**src/rtl/mips_pkg.sv**
```systemverilog
// mips_pkg: shared MIPS decode constants
package mips_pkg;
  localparam int XLEN_DEF = 32;
  localparam logic [4:0] REG_ZERO = 5'd0;
  localparam int RS_LSB = 21;
  localparam int RT_LSB = 16;
  localparam int RD_LSB = 11;
  localparam int SA_LSB = 6;
  localparam int TGT_W = 26;
endpackage

```
**src/rtl/fwd_mux.sv**
```systemverilog
// fwd_mux: priority operand forwarding selector, source 0 wins
module fwd_mux
  import mips_pkg::*;
#(
  parameter int NUM_FW = 2,
  parameter int XLEN = XLEN_DEF
) (
  input  logic [4:0]           reg_addr,
  input  logic [XLEN-1:0]      reg_data,
  input  logic [NUM_FW-1:0]    fw_wr_en,
  input  logic [5*NUM_FW-1:0]  fw_wr_addr,
  input  logic [XLEN*NUM_FW-1:0] fw_data,
  output logic [XLEN-1:0]      data
);
  // scan oldest to youngest so the lowest matching index overrides; r0 is hardwired zero
  always_comb begin
    data = reg_data;
    for (int i = NUM_FW - 1; i >= 0; i--)
      if (fw_wr_en[i] && fw_wr_addr[5*i +: 5] == reg_addr) data = fw_data[XLEN*i +: XLEN];
    if (reg_addr == REG_ZERO) data = '0;
  end
endmodule

```
**src/rtl/id_stage_fwd.sv**
```systemverilog
// id_stage_fwd: MIPS decode stage with forwarding, load-use interlock and stall counter
module id_stage_fwd
  import mips_pkg::*;
#(
  parameter int XLEN = XLEN_DEF,
  parameter int NUM_FW = 2,
  parameter int CNT_W = 16
) (
  input  logic                   clk,
  input  logic                   rst,
  input  logic [31:0]            instr_if_r,
  input  logic [XLEN-1:0]        pc_plus_1_if_r,
  input  logic                   valid_if_r,
  output logic [4:0]             reg_ra_a,
  output logic [4:0]             reg_ra_b,
  input  logic [XLEN-1:0]        reg_rd_a,
  input  logic [XLEN-1:0]        reg_rd_b,
  input  logic [NUM_FW-1:0]      fw_wr_en,
  input  logic [5*NUM_FW-1:0]    fw_wr_addr,
  input  logic [XLEN*NUM_FW-1:0] fw_data,
  input  logic                   sext_sel_id,
  input  logic                   reg_wr_addr_rt_sel,
  input  logic                   reg_wr_en_id,
  input  logic                   mem_rd_id,
  input  logic                   uses_rs,
  input  logic                   uses_rt,
  input  logic                   hold_id,
  input  logic                   flush_id,
  output logic                   stall_id,
  output logic [XLEN-1:0]        reg_a_id_r,
  output logic [XLEN-1:0]        reg_b_id_r,
  output logic [XLEN-1:0]        imm_ext_id_r,
  output logic [XLEN-1:0]        pc_plus_1_id_r,
  output logic [4:0]             reg_wr_addr_id_r,
  output logic [4:0]             sa_id_r,
  output logic                   reg_wr_en_id_r,
  output logic                   mem_rd_id_r,
  output logic                   valid_id_r,
  output logic [XLEN-1:0]        beq_bne_addr_id,
  output logic [XLEN-1:0]        jr_addr_id,
  output logic [XLEN-1:0]        jal_j_addr_id,
  output logic                   rd_a_equ_rd_b_id,
  output logic [CNT_W-1:0]       stall_cnt
);
  logic [4:0] rs, rt, rd, sa, dest;
  logic [15:0] imm;
  logic [XLEN-1:0] imm_ext, fwd_a, fwd_b;
  logic ld;
  logic unused_op;
  assign rs = instr_if_r[RS_LSB +: 5];
  assign rt = instr_if_r[RT_LSB +: 5];
  assign rd = instr_if_r[RD_LSB +: 5];
  assign sa = instr_if_r[SA_LSB +: 5];
  assign imm = instr_if_r[15:0];
  assign unused_op = ^instr_if_r[31:TGT_W];
  assign imm_ext = {{(XLEN-16){sext_sel_id & imm[15]}}, imm};
  assign dest = reg_wr_addr_rt_sel ? rt : rd;
  assign reg_ra_a = rs;
  assign reg_ra_b = rt;
  fwd_mux #(.NUM_FW(NUM_FW), .XLEN(XLEN)) u_fwd_a (
    .reg_addr(rs), .reg_data(reg_rd_a), .fw_wr_en(fw_wr_en),
    .fw_wr_addr(fw_wr_addr), .fw_data(fw_data), .data(fwd_a)
  );
  fwd_mux #(.NUM_FW(NUM_FW), .XLEN(XLEN)) u_fwd_b (
    .reg_addr(rt), .reg_data(reg_rd_b), .fw_wr_en(fw_wr_en),
    .fw_wr_addr(fw_wr_addr), .fw_data(fw_data), .data(fwd_b)
  );
  assign beq_bne_addr_id = pc_plus_1_if_r + (imm_ext << 2);
  assign jr_addr_id = fwd_a;
  assign jal_j_addr_id = {pc_plus_1_if_r[XLEN-1:28], instr_if_r[TGT_W-1:0], 2'b00};
  assign rd_a_equ_rd_b_id = fwd_a == fwd_b;
  assign stall_id = valid_if_r & valid_id_r & mem_rd_id_r & (reg_wr_addr_id_r != REG_ZERO)
                  & ((uses_rs & (rs == reg_wr_addr_id_r)) | (uses_rt & (rt == reg_wr_addr_id_r))) & ~hold_id;
  assign ld = valid_if_r & ~flush_id & ~stall_id;
  // pipeline register: flush and stall both load data but kill the control bits; hold freezes
  always_ff @(posedge clk)
    if (!rst) begin
      reg_a_id_r <= '0;
      reg_b_id_r <= '0;
      imm_ext_id_r <= '0;
      pc_plus_1_id_r <= '0;
      reg_wr_addr_id_r <= '0;
      sa_id_r <= '0;
      reg_wr_en_id_r <= 1'b0;
      mem_rd_id_r <= 1'b0;
      valid_id_r <= 1'b0;
    end else if (flush_id || !hold_id) begin
      reg_a_id_r <= fwd_a;
      reg_b_id_r <= fwd_b;
      imm_ext_id_r <= imm_ext;
      pc_plus_1_id_r <= pc_plus_1_if_r;
      reg_wr_addr_id_r <= dest;
      sa_id_r <= sa;
      reg_wr_en_id_r <= ld & reg_wr_en_id;
      mem_rd_id_r <= ld & mem_rd_id;
      valid_id_r <= ld;
    end
  // saturating count of interlock cycles
  always_ff @(posedge clk)
    if (!rst) stall_cnt <= '0;
    else if (stall_id && stall_cnt != '1) stall_cnt <= stall_cnt + 1'b1;
endmodule

```
**config.mk**
```make
export PLATFORM = sky130hd
export DESIGN_NAME = id_stage_fwd
export DESIGN_NICKNAME = d
export VERILOG_FILES = /design/src/rtl/mips_pkg.sv /design/src/rtl/fwd_mux.sv /design/src/rtl/id_stage_fwd.sv
export SDC_FILE = /design/constraint.sdc
export NUM_CORES = 1
export LEC_CHECK = 0
export ABC_AREA = 1
export CAP_MARGIN = 25
export CELL_PAD_IN_SITES_DETAIL_PLACEMENT = 1
export CELL_PAD_IN_SITES_GLOBAL_PLACEMENT = 2
export CORE_AREA = 2 2 262 212
export DETAILED_ROUTE_END_ITERATION = 6
export DIE_AREA = 0 0 264 214
export GPL_TIMING_DRIVEN = 0
export PLACE_DENSITY_LB_ADDON = 0.2
export REMOVE_ABC_BUFFERS = 1
export SLEW_MARGIN = 10
export SYNTH_ARGS = -nofsm -noshare
export SYNTH_HDL_FRONTEND = slang
export SYNTH_HIERARCHICAL = 1
export SYNTH_SLANG_ARGS = --single-unit
```
**constraint.sdc**
```tcl
create_clock -name clk -period 1.85 [get_ports clk]
set_input_delay 0.185 -clock clk [delete_from_list [all_inputs] [get_ports clk]]
set_output_delay 0.185 -clock clk [all_outputs]
set_load 0.05 [all_outputs]
```
floorplan.png
Pins as bars on the die edge.
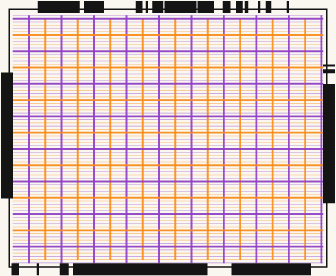
[purple] VSS
[orange] VDD
met4 straps: 19
met1 rails: 77
met5 straps: 15
signal pins: 480
rows: 76

class_map.png
Bar = 100 µm.
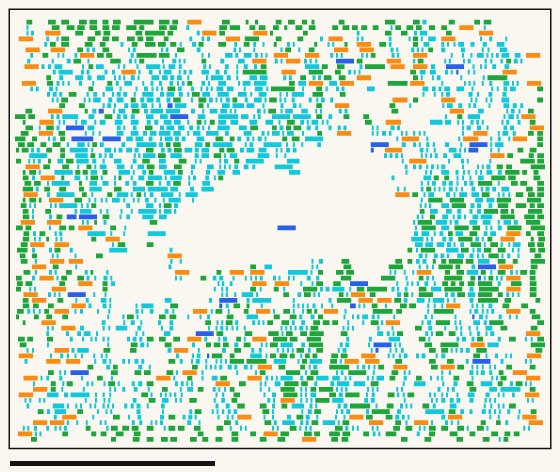
[blue] clock drivers and dummy loads | cells: 30
[green] remaining buffers and delay cells | cells: 697
[orange] registers | cells: 137
[cyan] remaining logic cells | cells: 1629

clock_wires.png
Bar = 100 µm.
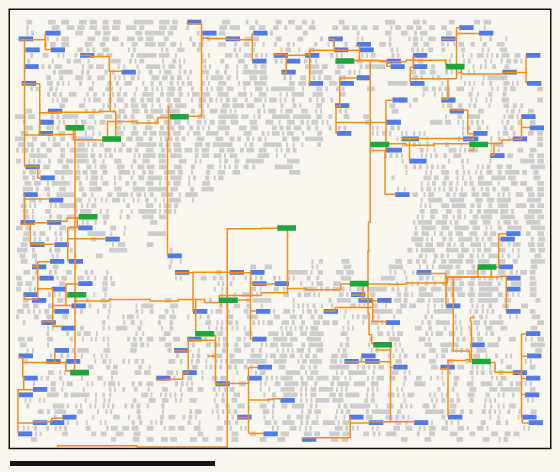
[blue] flip-flops | count: 137
[orange] clock wires | length: 3040 µm
[green] clock-net drivers | count: 17
flops lie: spread over the die
routed clock nets: 18

layers.png
Only two layers are drawn.
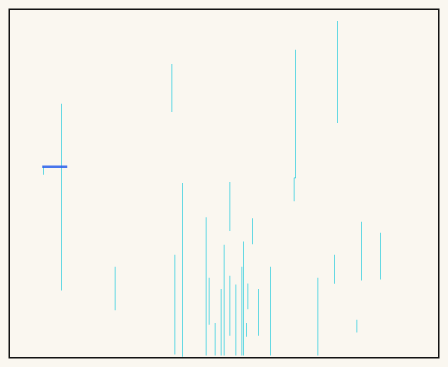
[blue] M5 | wire length: 13.8 µm
[cyan] M4 | wire length: 1240 µm

clock_nets.png
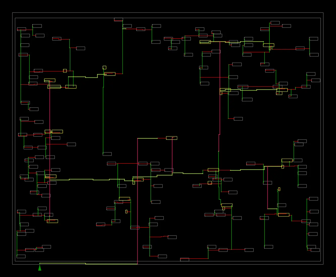
FF+latch count: 137
Layout clock buffers: 22
Power Clock: 3.41 mW
clk sinks: 137
clk latency late pin: 0.48 ns

==> impl_metrics.json <==
{
  "status": "complete, but fails checks",
  "violations": "setup timing",
  "reg2reg_depth": 10,
  "top_cell_area_share": 0.2452,
  "grt_antenna_before_repair": 7,
  "fp_util": 0.2086,
  "grt_overflow": 0,
  "dp_cells": 2943,
  "tns_ns": -3.531,
  "grt_pass1_wl_um": 100700,
  "worstPathRequired_ns": 1.66,
  "top_cells_by_area": "dfxtp_1, nand2_1, nor2_1, nand3_1, inv_1",
  "critPathMaxFanout": 7,
  "worstReg2RegStart": "reg_wr_addr_id_r[4]",
  "ys_cells": 1910,
  "edf_count": 0,
  "switching_share": 0.4390,
  "die_y_um": 214,
  "final_cell_area_um2": 21440,
  "path_clk_slew_ns": 0.06,
  "p_leak_nw": 10.23,
  "final_core_util": 0.3998,
  "htreeDepth": 4,
  "maxCapViolCount": 0,
  "comb_power_mw": 6.83,
  "area_growth_pct": 91.66,
  "reg2reg_slack_ns": 0.20,
  "grt_max_degree": 82,
  "maxSlewHeadroom": 0.5344,
  "grt_pass1_vias": 15236,
  "dp_slack_ns": -3.188,
  "vias": 15105,
  "finClkSkew_ns": 0.006150,
  "drt_iter0_markers": 803,
  "path_class": "input port to primary output",
  "pwr-share-seq": 0.242,
  "avgSynthCellArea_um2": 5.857,
  "switchingPower_mw": 5.931,
  "layout_top_cells": "nor2_1, nand2_1, clkdlybuf4s50_1, dlygate4sd2_1, dfxtp_1",
  "powerSeq_mw": 3.27,
  "largest_area_cell": "dfxtp_1",
  "min_to": "imm_ext_id_r[12]",
  "n_fill_cell": 6486,
  "crit_slowest_cell": "xnor2_2",
  "cp-start-kind": "input port",
  "finalWorstSetupSlack_ns": -0.7379,
  "final.period_utilization": 1.399,
  "hold_path.startpoint": "instr_if_r[12]",
  "crit_path_max_incr_delay_ns": 0.25,
  "seq_area_frac_synth": 0.2452,
  "drc_errors": 0,
  "drive_gt1_frac": 0.3426,
  "rsz0062_at_grt": "true",
  "comb_power_share": 0.505,
  "ys_chip_area_um2": 11190,
  "nets": 2715,
  "cts_buffer_depth": 2,
  "most_common_cell": "nand2_1",
  "cts_buffers": 17,
  "numSynthFlops": 137,
  "path_cells": "buf_12 > inv_4 > nand2_4 > nand2_4 > nor2_4 > clkbuf_16 > nand3_4 > buf_12 > nand2_2 > nand3_2 > nand2_2 > inv_2 > xnor2_2 > o2111ai_4 > nor2_4 > nand2_1 > nor2_1 > buf_6",
  "ys_types": 33,
  "cts_tree": "yes",
  "worst_pin_slew_ns": 0.6977,
  "placed_area_um2": 16180,
  "cp-end-kind": "primary output",
  "slew_viol_final": 0,
  "min_path_cells": 3,
  "syn_inst": 1910,
  "layout.cells.non_filler": 3199,
  "ff_type": "dfxtp_1",
  "dp_hpwl_um": 44650,
  "dieWidth_um": 264,
  "hold_ws_ns": 0.03019,
  "cts_root_buffer": "clkbuf_16",
  "port_buffers": 471,
  "ir_drop_mv": 0.4580,
  "yosys-top-cells-count": "nand2_1, nor2_1, inv_1",
  "crit_end": "rd_a_equ_rd_b_id",
  "p_total_mw": 13.51,
  "cp_data_arrival_time_ns": 2.40,
  "internal_power_mw": 7.580,
  "hold_path_class": "input port to flop",
  "setup_viol": 22
}
## timing repair
item / 4_1_cts / 5_1_grt
hold endpoints to repair: 14 / 1
gates cloned: 17 / 5
hold buffers: 14 / 1
buffers inserted: 144 / 47
setup endpoints to repair: 323 / 137
gates resized: 1281 / 338
pin swaps: 162 / 171
## cells by family after synthesis
kind of cell,share of synthesized area
and+or+nand+nor,0.4479
other,0.0003352
xor gates and xnor gates,0.03915
AOI/OAI and AO/OA,0.09272
DFF,0.2452
buffers and inverters,0.1539
adders and majority gates,0.02080
## worst max-delay path, delay by kind of cell
family / cells / cell delay (ns)
xor+xnor: 1 / 0.25
simple gates: 10 / 1.00
compound gates: 1 / 0.19
buf+inv: 6 / 0.74
## final cells by class
class	count	area, µm²	share of cell area
sequential	137	2759	0.1287
inverter	192	778.2	0.03630
timing repair buffer	697	7470	0.3484
antenna	4	10.01	0.0004669
multi-input combinational	1437	9007	0.4201
clock inverter	8	73.82	0.003443
clock buffer	22	464.2	0.02165
tap	702	878.3	0.04097
## registers in the layout, indices dropped and copies added (netlist names)
name / count
stall_cnt: 16
reg_a_id_r: 32
reg_b_id_r: 32
pc_plus_1_id_r: 32
imm_ext_id_r: 17
reg_wr_addr_id_r: 5
valid_id_r: 1
reg_wr_en_id_r: 1
mem_rd_id_r: 1
## routing by layer
metal	global-route usage	vias to the layer above	part of all wire
met5	0	-	0.00019
met4	0.05833	2	0.018
met3	0.04058	63	0.045
met2	0.3969	405	0.49
met1	0.3084	7425	0.45
li1	-	7210	-
Power figures rest on the tool's default switching activity, not on a simulated workload.
